`src/rtl/uart_pkg.sv`:
```
// Shared types and defaults for the UART FIFO bridge.
//   byte_t      : one UART byte
//   tx_state_t  : transmit-side sequencer states
//   DEFAULT_*   : default FIFO depth and byte width
package uart_pkg;

    localparam int DEFAULT_DEPTH = 16;
    localparam int DEFAULT_WIDTH = 8;

    typedef logic [7:0] byte_t;

    typedef enum logic [2:0] {
        IDLE,
        LOAD,
        SEND,
        WAIT_BUSY,
        WAIT_DONE
    } tx_state_t;

endpackage

```
`src/rtl/sync_fifo.sv`:
```
// Single-clock FIFO with first-word fall-through read port.
//   clk, rst        : clock and synchronous active-high reset
//   push, din       : write request and data; accepted when not full, or when
//                     full and a pop happens in the same cycle
//   pop, dout       : read request; dout always shows the head entry
//   count           : occupancy, 0..DEPTH
//   full, empty     : status decoded from count
module sync_fifo
    import uart_pkg::*;
#(
    parameter int DEPTH = DEFAULT_DEPTH,
    parameter int WIDTH = DEFAULT_WIDTH
) (
    input  logic                     clk,
    input  logic                     rst,
    input  logic                     push,
    input  logic                     pop,
    input  logic [WIDTH-1:0]         din,
    output logic [WIDTH-1:0]         dout,
    output logic [$clog2(DEPTH):0]   count,
    output logic                     full,
    output logic                     empty
);

    localparam int AW = $clog2(DEPTH);
    localparam int CW = AW + 1;

    logic [WIDTH-1:0] mem [DEPTH];
    logic [AW-1:0]    wr_ptr;
    logic [AW-1:0]    rd_ptr;
    logic             do_push;
    logic             do_pop;

    assign full  = (count == CW'(DEPTH));
    assign empty = (count == '0);
    assign dout  = mem[rd_ptr];

    assign do_pop  = pop && !empty;
    // When full, the slot being freed by a same-cycle pop is the one written.
    assign do_push = push && (!full || do_pop);

    always_ff @(posedge clk) begin
        if (do_push) begin
            mem[wr_ptr] <= din;
        end
    end

    // DEPTH is a power of two, so pointer overflow is the modulo wrap.
    always_ff @(posedge clk) begin
        if (rst) begin
            wr_ptr <= '0;
            rd_ptr <= '0;
            count  <= '0;
        end else begin
            if (do_push) begin
                wr_ptr <= wr_ptr + AW'(1);
            end
            if (do_pop) begin
                rd_ptr <= rd_ptr + AW'(1);
            end
            case ({do_push, do_pop})
                2'b10:   count <= count + CW'(1);
                2'b01:   count <= count - CW'(1);
                default: count <= count;
            endcase
        end
    end

endmodule

```
`src/rtl/uart_fifo_bridge.sv`:
```
// Buffers bytes from a UART receiver and feeds them one at a time to a UART
// transmitter, handshaking on the transmitter's busy flag.
//   clk, rst          : clock and synchronous active-high reset
//   rx_valid, rx_data : one-cycle receive strobe and byte
//   tx_busy           : transmitter busy while shifting a frame
//   tx_send, tx_data  : one-cycle start strobe and the byte to send; tx_data
//                       holds until the next byte is loaded
//   count, full, empty: FIFO occupancy and status
//   ovf               : sticky overflow flag, present only when the macro
//                       UART_FIFO_OVF_EN is defined
//
// state     | meaning
// ----------+-----------------------------------------------------------
// IDLE      | waiting for data and an idle transmitter; pops head entry
// LOAD      | popped byte copied into tx_data
// SEND      | tx_send pulsed for this single cycle
// WAIT_BUSY | waiting for the transmitter to acknowledge with tx_busy=1
// WAIT_DONE | waiting for tx_busy to fall at end of frame
module uart_fifo_bridge
    import uart_pkg::*;
#(
    parameter int DEPTH = DEFAULT_DEPTH,
    parameter int WIDTH = DEFAULT_WIDTH
) (
    input  logic                     clk,
    input  logic                     rst,
    input  logic                     rx_valid,
    input  logic [WIDTH-1:0]         rx_data,
    input  logic                     tx_busy,
    output logic                     tx_send,
    output logic [WIDTH-1:0]         tx_data,
    output logic [$clog2(DEPTH):0]   count,
    output logic                     full,
    output logic                     empty
`ifdef UART_FIFO_OVF_EN
    ,
    output logic                     ovf
`endif
);

    tx_state_t        state;
    tx_state_t        state_nxt;
    logic             pop;
    logic [WIDTH-1:0] head;
    logic [WIDTH-1:0] pop_byte;

    sync_fifo #(
        .DEPTH (DEPTH),
        .WIDTH (WIDTH)
    ) u_fifo (
        .clk   (clk),
        .rst   (rst),
        .push  (rx_valid),
        .pop   (pop),
        .din   (rx_data),
        .dout  (head),
        .count (count),
        .full  (full),
        .empty (empty)
    );

    always_ff @(posedge clk) begin
        if (rst) begin
            state <= IDLE;
        end else begin
            state <= state_nxt;
        end
    end

    always_comb begin
        state_nxt = state;
        pop       = 1'b0;
        tx_send   = 1'b0;
        case (state)
            IDLE: begin
                if (!empty && !tx_busy) begin
                    pop       = 1'b1;
                    state_nxt = LOAD;
                end
            end
            // Holding in LOAD if busy appears keeps tx_send off a busy line.
            LOAD: begin
                if (!tx_busy) begin
                    state_nxt = SEND;
                end
            end
            SEND: begin
                tx_send   = 1'b1;
                state_nxt = WAIT_BUSY;
            end
            WAIT_BUSY: begin
                if (tx_busy) begin
                    state_nxt = WAIT_DONE;
                end
            end
            WAIT_DONE: begin
                if (!tx_busy) begin
                    state_nxt = IDLE;
                end
            end
            default: state_nxt = IDLE;
        endcase
    end

    // The head is captured at pop time: a same-cycle write into a full FIFO
    // lands in the slot just vacated, so it cannot be re-read in LOAD.
    always_ff @(posedge clk) begin
        if (rst) begin
            pop_byte <= '0;
            tx_data  <= '0;
        end else begin
            if (pop) begin
                pop_byte <= head;
            end
            if (state == LOAD) begin
                tx_data <= pop_byte;
            end
        end
    end

`ifdef UART_FIFO_OVF_EN
    logic drop;

    assign drop = rx_valid && full && !pop;

    always_ff @(posedge clk) begin
        if (rst) begin
            ovf <= 1'b0;
        end else if (drop) begin
            ovf <= 1'b1;
        end
    end
`endif

endmodule

```
`config.mk`:
```
export PLATFORM = sky130hd
export DESIGN_NAME = uart_fifo_bridge
export DESIGN_NICKNAME = d
export VERILOG_FILES = /design/src/rtl/uart_pkg.sv /design/src/rtl/sync_fifo.sv /design/src/rtl/uart_fifo_bridge.sv
export SDC_FILE = /design/constraint.sdc
export NUM_CORES = 1
export LEC_CHECK = 0
export CORE_AREA = 4 4 119 121
export DETAILED_ROUTE_END_ITERATION = 8
export DIE_AREA = 0 0 123 125
export PLACE_DENSITY = 0.8
export SYNTH_ARGS = -nofsm -noshare
export SYNTH_HDL_FRONTEND = slang
export SYNTH_SLANG_ARGS = --single-unit
```
`constraint.sdc`:
```
create_clock -name clk -period 3.3 [get_ports clk]
set_clock_uncertainty 0.1 [all_clocks]
set_input_delay 0.33 -clock clk [delete_from_list [all_inputs] [get_ports clk]]
set_output_delay 0.33 -clock clk [all_outputs]
set_load 0.005 [all_outputs]
```
==> results_slide.txt, run 1 <==
Run Summary

Logic synthesis
  • Top cell type's share of synthesized area: 0.600
  • Post-synthesis cell count: 367
  • Cell variety after synth: 39
  • Count of library flops with an enable pin: 128
  • Ys cells: 367
  • Synth Register Bits: 160
  • Area leader, netlist: edfxtp_1
  • Synth async-reset ratio: 0
  • Post-synthesis cell area: 0.00640 mm2

Finish
  • Nonclk inv count: 10
  • Layout cell share with drive strength beyond 1: 0.249
  • Buffering overhead: 0.0651
  • Nets: 446
  • Top cell category: flip-flops and latches
  • Seq. cell area: 0.00449 mm2
  • Final clock-cell share: 0.0749
  • Sequential share of cell area: 0.589
  • Seq cells: 160
  • Final Core Density: 0.582
  • Top Layout Cells: edfxtp_1, nor2_1, mux4_2
  • Clock buffer count: 19
  • Most frequent logic cell in the layout: edfxtp_1

Power and ir drop
  • Leakage: 0.00252 uW
  • Pwr/cell area: 695 mW/mm2

CTS
  • H-tree Lvls: 4
  • Clock slew seen by the registers of the worst setup and hold paths: 0.06 ns
  • Root Buffer: clkbuf_16
  • CTS Hold Bufs: 0
  • Late-Pin Clk Latency: 0.41 ns
  • Post_cts resized: 0
  • Num Clock Sinks: 160
  • CTS Buffer Depth: 2
  • CTS tree: done

Critical path
  • Worst setup path endpoint: u_fifo.count[4]
  • FF-to-FF End: u_fifo.count[4]
  • Crit path from: state[2]
  • Critical Path RT: 3.51 ns
  • Critical Path Max Stage Delay: 0.55 ns
  • CP max-delay cell: or4_4
  • Worst-path cell chain: or4_4 > or2_1 > inv_2 > ha_2 > inv_1 > fa_2 > nor2b_2 > o21ai_1 > nand3_1 > or3b_2 > mux2_2
  • Reg2reg setup slack: 0.16 ns
  • Cell depth of the worst flop-to-flop path: 11
  • Reg-to-reg startpoint: state[2]

Global routing
  • GR peak layer: met2
  • First-pass GRT wire length: 20.3 mm
  • GR Layer Usage met2: 0.289
  • Total track usage: 0.178

Routing
  • Drt via density: 5.59
  • Drt drc: 0
  • DR WL met2: 6.48 mm
  • M1 WL: 5.38 mm
  • Max Used Layer: met4
  • Drt initial violations: 303

Floorplanning
  • Die ar.: 0.0154 mm2
  • Ports: 28
  • Rows: 42

Final timing
  • Max-slew violations: 0
  • Fin. Hold Viols: 0
  • Worst Tran Pin Value: 0.859 ns
  • Fin crit share: 0.953
  • Final setup viols: 0
  • Hold Slack: 0.394 ns
  • Slew headroom: 0.426

Job
  • Number of max-cap violations: 0
  • OpenROAD warning count: 29

Worst hold path
  • HP Start: state[2]
  • Hold endpoint: state[0]

Placement
  • DP Area: 0.00704 mm2
  • Input/output buffers: 27

Outcome
  • Status: finished clean
==> run 1: critical path: cells and delay by family, from the launching register on <==
family | cells | cell delay, ns
simple gates | 5 | 1.50
compound gates | 1 | 0.10
flops | 1 | 0.35
buf+inv | 2 | 0.15
fa+ha+maj | 2 | 0.57
mux | 1 | 0.27
==> run 1: Yosys cell counts, types with 2 or more instances <==
cell / count
nand2b_1: 3
nor3b_1: 2
nand2_1: 10
dfxtp_1: 32
and2_1: 2
o221ai_2: 8
inv_1: 9
nor2b_1: 2
nand4_1: 2
buf_2: 5
edfxtp_1: 128
nor2_1: 39
xor2_1: 5
mux4_2: 32
clkbuf_1: 11
a21oi_1: 7
mux2i_1: 25
o21ai_0: 2
ha_1: 9
nor3_1: 5
nand3b_1: 8
buf_4: 2
xnor2_1: 3
==> run 1: stage by stage <==
step / instances / setup TNS [ns]
finish: 613 / 0
global route: 613 / 0
CTS: 613 / 0
detailed placement: 581 / -0.188
global placement: 581 / -0.121
floorplan: 367 / 0
==> run 1: cells by family after synthesis <==
family / share of synthesized area
flops: 0.700
fa+ha+maj: 0.0207
simple gates: 0.0631
buf+inv: 0.0191
mux: 0.153
compound gates: 0.0326
xor+xnor: 0.0109
==> run 1: sequential cells by signal (all words and copies together), names as in the netlist <==
| name | count |
|---|---|
| u_fifo.count | 5 |
| pop_byte | 8 |
| u_fifo.mem | 128 |
| u_fifo.wr_ptr | 4 |
| u_fifo.rd_ptr | 4 |
| tx_data | 8 |
| state | 3 |
==> run 1: power breakdown <==
| part | leakage (uW) | total [uW] | switching [uW] | internal, uW |
|---|---|---|---|---|
| logic | 0.000828 | 1040 | 499 | 542 |
| registers | 0.00142 | 2350 | 76.5 | 2280 |
| clock network | 0.000277 | 1900 | 779 | 1120 |
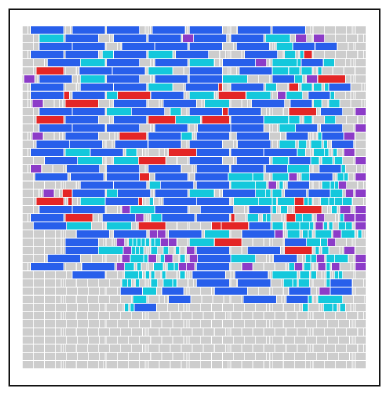
**Above:** run 1 (placement by cell class).
Scale: 3 px per um. Fill, decap, tap and diode cells in gray.
cyan -> all other logic  # cells 188, share of their area 25%
purple -> other buffers and delay cells  # cells 57, share of their area 6.7%
blue -> flip-flops  # cells 160, share of their area 61%
red -> clock drivers and dummy loads  # cells 32, share of their area 7.7%
core area: 0.0131 mm2
post-route cell area: 0.00762 mm2

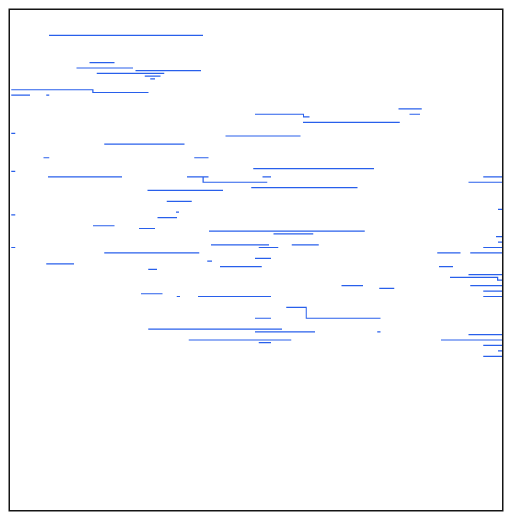
**Above:** run 1 (the metal 3 layer).
Scale: 4 px per um.
share of all routed wire = 5.7%
main direction = horizontal
longest straight run = 38.6 um
nets with wire on the layer = 54
final wirelength: 12.7 mm
met3 usage: 0.0438
via total after detailed routing: 3428

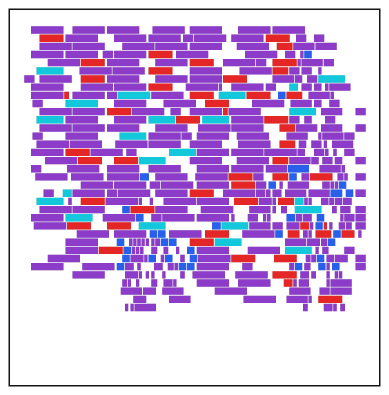
**Above:** run 1 (cells by drive strength).
Scale: 3 px per um.
purple -> drive 1 or less  # cells 328, most used edfxtp_1
red -> drive 2  # cells 51, most used mux4_2
blue -> drive 3 to 4  # cells 36, most used buf_4
cyan -> drive 6 and up  # cells 22, most used clkbuf_16
setup ws final: 0.156 ns
Non-Clock Buffer Count: 57
Area growth syn-to-layout: 18.9%

**Run 1: routing congestion map**

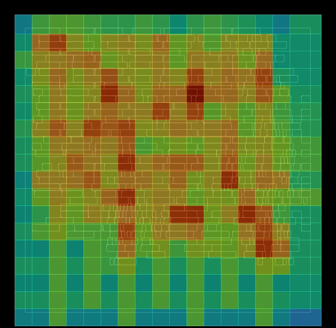

==> run 1 -> run 2 <==
--- a/config.mk
+++ b/config.mk
@@ -6,8 +6,10 @@
 export NUM_CORES = 1
 export LEC_CHECK = 0
 export CORE_AREA = 4 4 119 121
+export CTS_CLUSTER_DIAMETER = 40
 export DETAILED_ROUTE_END_ITERATION = 8
 export DIE_AREA = 0 0 123 125
+export GPL_TIMING_DRIVEN = 0
 export PLACE_DENSITY = 0.8
 export SYNTH_ARGS = -nofsm -noshare
 export SYNTH_HDL_FRONTEND = slang
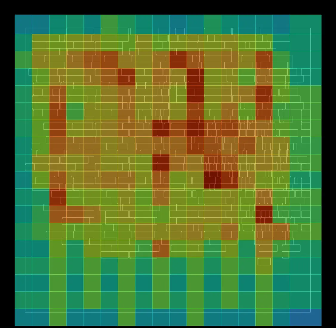
**Above:** run 2 (routing congestion map).
Final Core Density: 0.580
met3 usage: 0.0614

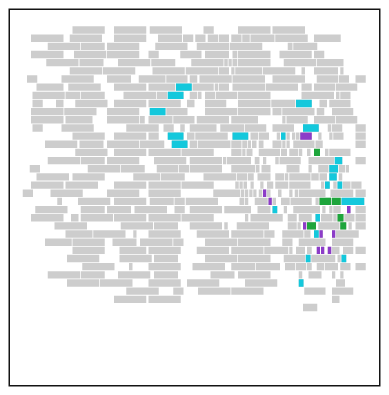
**Above:** run 2 (gate families picked out).
Scale: 3 px per um.
green -> AND and OR gates  # cells 6, most used and2_1, where east
cyan -> inverting AOI/OAI gates  # cells 21, most used o221ai_2
purple -> inverters  # cells 10, most used inv_1, where east
most frequent logic cell in the layout: edfxtp_1
Comb/total area: 0.245
Finished Layout Cells: 606

==> run 2 against run 1 <==
Effect of this change:
- total power grew 2.0%
- critical path type unchanged
- worst hold slack lost 0.16 ns
- clock power grew 3%
- largest power group unchanged
- sequential share of layout area grew 0.29 points
- setup slack lost 0.054 ns
==> results_slide.txt, run 2 <==
Run Summary

Outcome
  • Status: finished clean (unchanged)

Floorplanning
  • Die ar.: 0.0154 mm2 (unchanged)
  • Rows: 42 (unchanged)
  • Core area: 0.0131 mm2 (unchanged)
  • FP Core Util: 0.489 (unchanged)
  • Ports: 28 (unchanged)

Worst hold path
  • HP Start: rst (was state[2])
  • Hold Crit Class: in2reg (was reg2reg)
  • Hold endpoint: state[1] (was state[0])
  • Hold Path Depth: 2 (was 1)

Critical path
  • Reg2reg setup slack: 0.10 ns (was 0.16 ns)
  • CP max-delay cell: or4_4 (unchanged)
  • Cell depth of the worst flop-to-flop path: 11 (unchanged)
  • Reg-to-reg startpoint: state[2] (unchanged)
  • FF-to-FF End: u_fifo.count[4] (unchanged)
  • Buf+Inv Stages, Crit Path: 2 (unchanged)
  • Worst-path cell chain: or4_4 > or2_4 > inv_8 > ha_4 > inv_2 > fa_2 > nor2b_4 > o21ai_1 > nand3_1 > or3b_2 > mux2_2 (was or4_4 > or2_1 > inv_2 > ha_2 > inv_1 > fa_2 > nor2b_2 > o21ai_1 > nand3_1 > or3b_2 > mux2_2)
  • Critical Path RT: 3.50 ns (was 3.51 ns)
  • Worst-path maximum fanout: 11 (was 7)
  • Critical Path Max Stage Delay: 0.55 ns (about the same)
  • CP Launch Type: flip-flop (unchanged)
  • Family with the most delay on the worst path: simple AND/OR/NAND/NOR gates (unchanged)

Logic synthesis
  • Compound Share, Synth: 0.0326 (unchanged)
  • Commonest flop: edfxtp_1 (unchanged)
  • Mux area share: 0.153 (unchanged)
  • Synth Register Bits: 160 (unchanged)
  • Post-synthesis cell count: 367 (unchanged)
  • Synth async-reset ratio: 0 (unchanged)
  • Simple-Gate Area Share: 0.0631 (unchanged)
  • Area leader, netlist: edfxtp_1 (unchanged)
  • Cell variety after synth: 39 (unchanged)
  • XOR/XNOR Area Share: 0.0109 (unchanged)
  • Synth cell count leaders: edfxtp_1, nor2_1, dfxtp_1, mux4_2, mux2i_1 (unchanged)
  • Ys cells: 367 (unchanged)
  • Yosys chip area: 0.00640 mm2 (unchanged)
  • Synthesized net count: 389 (unchanged)
  • Top-count cell post-synth: edfxtp_1 (unchanged)
  • Comb area leader: multiplexers (unchanged)
  • Adder Area Share: 0.0207 (unchanged)
  • Post-synthesis cell area: 0.00640 mm2 (unchanged)
  • Top cell type's share of synthesized area: 0.600 (unchanged)
  • Count of library flops with an enable pin: 128 (unchanged)

Final timing
  • Fin crit share: 0.969 (was 0.953)
  • Fin. Hold Viols: 0 (unchanged)
  • Final setup viols: 0 (unchanged)
  • Fin crit period: 3.20 ns (was 3.14 ns)
  • Hold Slack: 0.233 ns (was 0.394 ns)
  • Setup ws final: 0.103 ns (was 0.156 ns)
  • Worst Tran Pin Value: 0.994 ns (was 0.859 ns)
  • Max-slew violations: 0 (unchanged)
  • Slew headroom: 0.335 (was 0.426)

Finish
  • Max reg flops: 128 (unchanged)
  • Top Layout Cells: edfxtp_1, nor2_1, mux4_2 (unchanged)
  • Antenna diodes: 0 (unchanged)
  • Area growth syn-to-layout: 18.4% (was 18.9%)
  • Nets: 439 (was 446)
  • Top Registers: u_fifo.mem: 128 flops, pop_byte: 8 flops, tx_data: 8 flops (unchanged)
  • Largest reg by FF count: u_fifo.mem (unchanged)
  • Layout cell share with drive strength beyond 1: 0.223 (was 0.249)

Routing
  • Drt drc: 0 (unchanged)
  • Wirelength per Cell: 20.8 um (was 20.7 um)
  • Via total after detailed routing: 3410 (was 3428)
  • Drt initial violations: 275 (was 303)
  • Drt via density: 5.63 (was 5.59)
  • Final wirelength: 12.6 mm (was 12.7 mm)

Power and ir drop
  • Pwr/cell area: 711 mW/mm2 (was 695 mW/mm2)
  • Leakage: 0.00246 uW (was 0.00252 uW)

Placement
  • Input/output buffers: 26 (was 27)
  • Post-place setup slack: -0.676 ns (was -0.188 ns)

CTS
  • Num Clock Sinks: 160 (unchanged)
  • Late-Pin Clk Latency: 0.42 ns (was 0.41 ns)
  • Root Buffer: clkbuf_16 (unchanged)
  • Post_cts resized: 13 (was 0)
  • CTS Hold Bufs: 0 (unchanged)
  • Clock slew seen by the registers of the worst setup and hold paths: 0.06 ns (about the same)
  • CTS Buffer Depth: 2 (unchanged)
  • H-tree Lvls: 4 (unchanged)
  • CTS tree: done (unchanged)

Job
  • Number of max-cap violations: 0 (unchanged)
  • OpenROAD warning count: 29 (unchanged)

Global routing
  • First-pass GRT wire length: 20.0 mm (was 20.3 mm)
  • Total track usage: 0.176 (was 0.178)
  • Gr ovfl total: 0 (unchanged)
-- run 2: metrics by stage --
| step | setup TNS (ns) | cell area [um2] | power [uW] | std cells |
|---|---|---|---|---|
| finish | 0 | 7580 | 5390 | 606 |
| global route | 0 | 7580 | 5630 | 606 |
| CTS | 0 | 7540 | 5390 | 602 |
| floorplan | 0 | 6400 | 3080 | 367 |
| detailed placement | -6.32 | 6890 | 3400 | 570 |
| global placement | -7.93 | 6890 | 3350 | 569 |
-- run 2: power by group --
group / total, uW / internal (uW) / switching (uW) / leakage, uW
clock: 1950 / 1210 / 742 / 0.000284
sequential: 2360 / 2280 / 86.9 / 0.00142
combinational: 1080 / 547 / 533 / 0.000762
-- run 2: how the worst max path moves through the flow --
stage               cells past startpoint     start  slack (ns)         endpoint
global route                           11  state[2]        0.01  u_fifo.count[4]
finish                                 11  state[2]        0.10  u_fifo.count[4]
detailed placement                     13   tx_busy       -0.68  u_fifo.count[4]
global placement                       13   tx_busy       -0.55  u_fifo.count[4]
floorplan                              12  state[2]        0.04  u_fifo.count[4]
CTS                                    12  state[2]       0.001  u_fifo.count[4]
-- run 2: layer usage --
layer | global-route usage | vias to the layer above | part of all wire
li1 | - | 1529 | -
met1 | 0.228 | 1723 | 0.40
met2 | 0.278 | 133 | 0.50
met3 | 0.0614 | 25 | 0.074
met4 | 0.0612 | 0 | 0.020
met5 | 0 | - | 0
-- run 2: final cells by class --
class | count | area (um2) | share of cell area
flip-flops and latches | 160 | 4490 | 0.592
multi-input cells | 178 | 1860 | 0.245
clock buffers | 22 | 454 | 0.0599
repair buffers | 32 | 303 | 0.0399
well taps | 176 | 220 | 0.0290
clock inverters | 10 | 138 | 0.0181
plain buffers | 18 | 77.6 | 0.0102
inverters | 10 | 45.0 | 0.00594
**Run 2: placement by cell class**

Scale: 3 px per um. Fill, decap, tap and diode cells in gray.
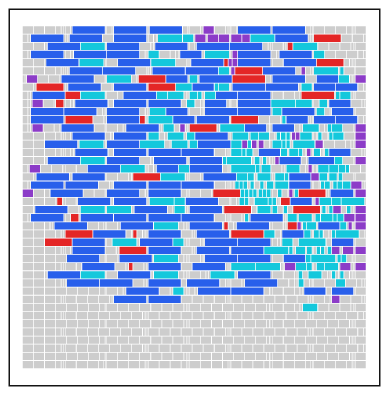

==> run 2 -> run 3 <==
--- a/config.mk
+++ b/config.mk
@@ -5,12 +5,15 @@
 export SDC_FILE = /design/constraint.sdc
 export NUM_CORES = 1
 export LEC_CHECK = 0
-export CORE_AREA = 4 4 119 121
+export CELL_PAD_IN_SITES_DETAIL_PLACEMENT = 1
+export CELL_PAD_IN_SITES_GLOBAL_PLACEMENT = 1
+export CORE_AREA = 4 4 120 122
+export CTS_BUF_LIST = sky130_fd_sc_hd__clkbuf_8
 export CTS_CLUSTER_DIAMETER = 40
 export DETAILED_ROUTE_END_ITERATION = 8
-export DIE_AREA = 0 0 123 125
+export DIE_AREA = 0 0 124 126
 export GPL_TIMING_DRIVEN = 0
-export PLACE_DENSITY = 0.8
+export PLACE_DENSITY = 0.88
 export SYNTH_ARGS = -nofsm -noshare
 export SYNTH_HDL_FRONTEND = slang
 export SYNTH_SLANG_ARGS = --single-unit
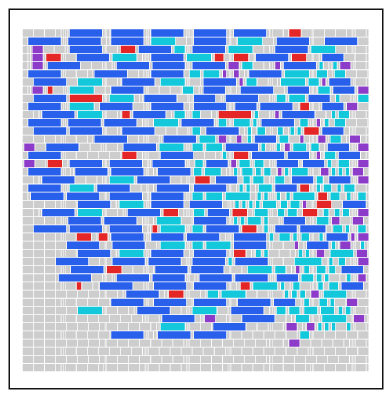
**Above:** run 3 (placement by cell class).
Scale: 3 px per um. Fill, decap, tap and diode cells in gray.
red -> clock drivers and dummy loads  # cells 31, share of their area 5.5%
cyan -> all other logic  # cells 188, share of their area 27%
purple -> other buffers and delay cells  # cells 51, share of their area 5.4%
blue -> flip-flops  # cells 160, share of their area 63%
Rows: 42
Final Core Density: 0.561

==> run 3 against run 2 <==
Effect of this change:
- fmax shrank 0.92%
- utilization down 1.9 points
- first-iteration DRC count is 5.5% lower
- sequential power hardly changed
- worst hold slack worse by 0.010 ns
- sequential share of layout area increased by 1.5 points
- clock power shrank 26%
- setup slack got worse by 0.030 ns
- flip-flop count is the same
- area after synthesis unchanged
- wire length grew 14%
- register-to-register slack lost 0.03 ns
- critical path type unchanged
==> results_slide.txt, run 3 <==
Run Summary

Outcome
  • Status: finished clean (unchanged)

CTS
  • Root Buffer: clkbuf_8 (was clkbuf_16)
  • Clock slew seen by the registers of the worst setup and hold paths: 0.09 ns (was 0.06 ns)
  • CTS Buffer Depth: 2 (unchanged)
  • CTS Hold Bufs: 0 (unchanged)
  • Late-Pin Clk Latency: 0.47 ns (was 0.42 ns)
  • H-tree Lvls: 4 (unchanged)

Critical path
  • CP Launch Type: flip-flop (unchanged)
  • Worst-path cell chain: or4_4 > or2_4 > inv_8 > ha_4 > inv_2 > fa_2 > nor2b_2 > o21ai_1 > nand3_1 > or3b_2 > mux2_2 (was or4_4 > or2_4 > inv_8 > ha_4 > inv_2 > fa_2 > nor2b_4 > o21ai_1 > nand3_1 > or3b_2 > mux2_2)
  • Reg2reg setup slack: 0.07 ns (was 0.10 ns)
  • Family with the most delay on the worst path: simple AND/OR/NAND/NOR gates (unchanged)
  • Critical Path Max Stage Delay: 0.56 ns (was 0.55 ns)
  • Critical Path RT: 3.56 ns (was 3.50 ns)
  • Worst-path maximum fanout: 11 (unchanged)
  • CP max-delay cell: or4_4 (unchanged)

Placement
  • Input/output buffers: 26 (unchanged)
  • Placed insts: 570 (unchanged)
  • Post-place setup slack: -0.620 ns (was -0.676 ns)
  • DP Area: 0.00689 mm2 (about the same)

Finish
  • Nets: 440 (was 439)
  • Top Layout Cells: edfxtp_1, nor2_1, mux4_2 (unchanged)
  • Largest reg by FF count: u_fifo.mem (unchanged)
  • Top Registers: u_fifo.mem: 128 flops, pop_byte: 8 flops, tx_data: 8 flops (unchanged)
  • Area growth syn-to-layout: 15.4% (was 18.4%)
  • Finished Layout Cells: 606 (unchanged)
  • Post-route cell area: 0.00739 mm2 (was 0.00758 mm2)
  • Most frequent logic cell in the layout: edfxtp_1 (unchanged)
  • Layout cell share with drive strength beyond 1: 0.235 (was 0.223)
  • Seq. cell area: 0.00449 mm2 (unchanged)

Global routing
  • Total track usage: 0.196 (was 0.176)
  • Gr ovfl total: 0 (unchanged)

Logic synthesis
  • Synth cell count leaders: edfxtp_1, nor2_1, dfxtp_1, mux4_2, mux2i_1 (unchanged)
  • Area leader, netlist: edfxtp_1 (unchanged)
  • XOR/XNOR Area Share: 0.0109 (unchanged)
  • Count of library flops with an enable pin: 128 (unchanged)
  • Adder Area Share: 0.0207 (unchanged)
  • Simple-Gate Area Share: 0.0631 (unchanged)
  • Synth Register Bits: 160 (unchanged)
  • Yosys chip area: 0.00640 mm2 (unchanged)
  • Post-synthesis cell count: 367 (unchanged)
  • Synthesized net count: 389 (unchanged)
  • Cell variety after synth: 39 (unchanged)
  • Top-count cell post-synth: edfxtp_1 (unchanged)
  • Top cell type's share of synthesized area: 0.600 (unchanged)
  • Compound Share, Synth: 0.0326 (unchanged)

Job
  • OpenROAD warning count: 29 (unchanged)

Routing
  • Wirelength per Cell: 23.6 um (was 20.8 um)
  • Drt drc: 0 (unchanged)
  • Drt initial violations: 260 (was 275)

Final timing
  • Fin crit period: 3.23 ns (was 3.20 ns)
  • Fin crit share: 0.978 (was 0.969)
  • Max-slew violations: 0 (unchanged)
  • Final setup viols: 0 (unchanged)
  • Worst Tran Pin Value: 0.962 ns (was 0.994 ns)
  • Setup ws final: 0.0731 ns (was 0.103 ns)
  • Hold Slack: 0.223 ns (was 0.233 ns)
  • Setup TNS Final: 0 ns (unchanged)
  • Fin. Hold Viols: 0 (unchanged)

Power and ir drop
  • Tot Pwr: 4900 uW (was 5390 uW)
  • Leakage: 0.00239 uW (was 0.00246 uW)
  • Pwr/cell area: 663 mW/mm2 (was 711 mW/mm2)

Worst hold path
  • Hold Crit Class: in2reg (unchanged)

Floorplanning
  • Die ar.: 0.0156 mm2 (was 0.0154 mm2)
  • Ports: 28 (unchanged)
  • FP Core Util: 0.486 (was 0.489)
  • Core area: 0.0132 mm2 (was 0.0131 mm2)
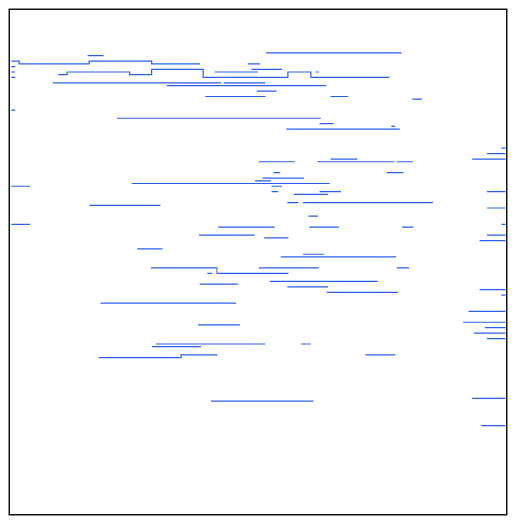
**Above:** run 3 (the metal 3 layer).
Scale: 4 px per um.
longest straight run = 50.6 um
main direction = horizontal
share of all routed wire = 7.1%
wire length on this layer = 1020 um
nets with wire on the layer = 62
via total after detailed routing: 3431
met3 usage: 0.0596
final wirelength: 14.3 mm

run 3: cell count changes in the layout (fill, tap and decap cells not counted), moves of 2 or more:
| cell | before | now |
|---|---|---|
| buf_4 | 5 | 8 |
| clkbuf_1 | 15 | 11 |
| clkbuf_16 | 17 | 0 |
| clkbuf_8 | 1 | 17 |
| inv_6 | 1 | 4 |
| inv_8 | 1 | 3 |
run 3: routing by layer:
layer	share of wire	wire, um	global-route usage	vias up
li1	-	-	-	1522
met1	0.40	5740	0.253	1753
met2	0.51	7270	0.318	137
met3	0.071	1020	0.0596	19
met4	0.020	290	0.0670	0
met5	0	0	0	-
run 3: worst paths after layout:
check / startpoint / endpoint / depth (start not counted)
min: rst / state[1] / 2
min reg2reg: tx_data[6] / tx_data[6] / 2
max: state[2] / u_fifo.count[4] / 11
max reg2reg: state[2] / u_fifo.count[4] / 11
run 3: power breakdown:
group          internal, uW  switching, uW  total [uW]
Sequential             2270           96.3        2370
Clock                   684            765        1450
Combinational           537            546        1080
run 3: cell families (layout without fill, tap and decap cells):
logic type,after synthesis,count (layout)
muxes,58,58
AOI/OAI and AO/OA,22,22
xor gates and xnor gates,8,8
and+or+nand+nor,80,80
DFF,160,160
adders and majority gates,10,10
buffers and inverters,29,92
run 3: cell type report:
| cell class | instances | share of cell area |
|---|---|---|
| buffer | 18 | 0.0105 |
| tap | 176 | 0.0298 |
| sequential | 160 | 0.607 |
| multi-input combinational | 178 | 0.251 |
| inverter | 10 | 0.00609 |
| clock inverter | 14 | 0.0213 |
| clock buffer | 17 | 0.0316 |
| timing repair buffer | 33 | 0.0423 |
run 3: what timing repair did:
item	4_1_cts	5_1_grt
resized	12	5
setup endpoints to repair	1	1
buffers inserted	1	5
pin swaps	0	4
Power and IR drop assume default switching activity.
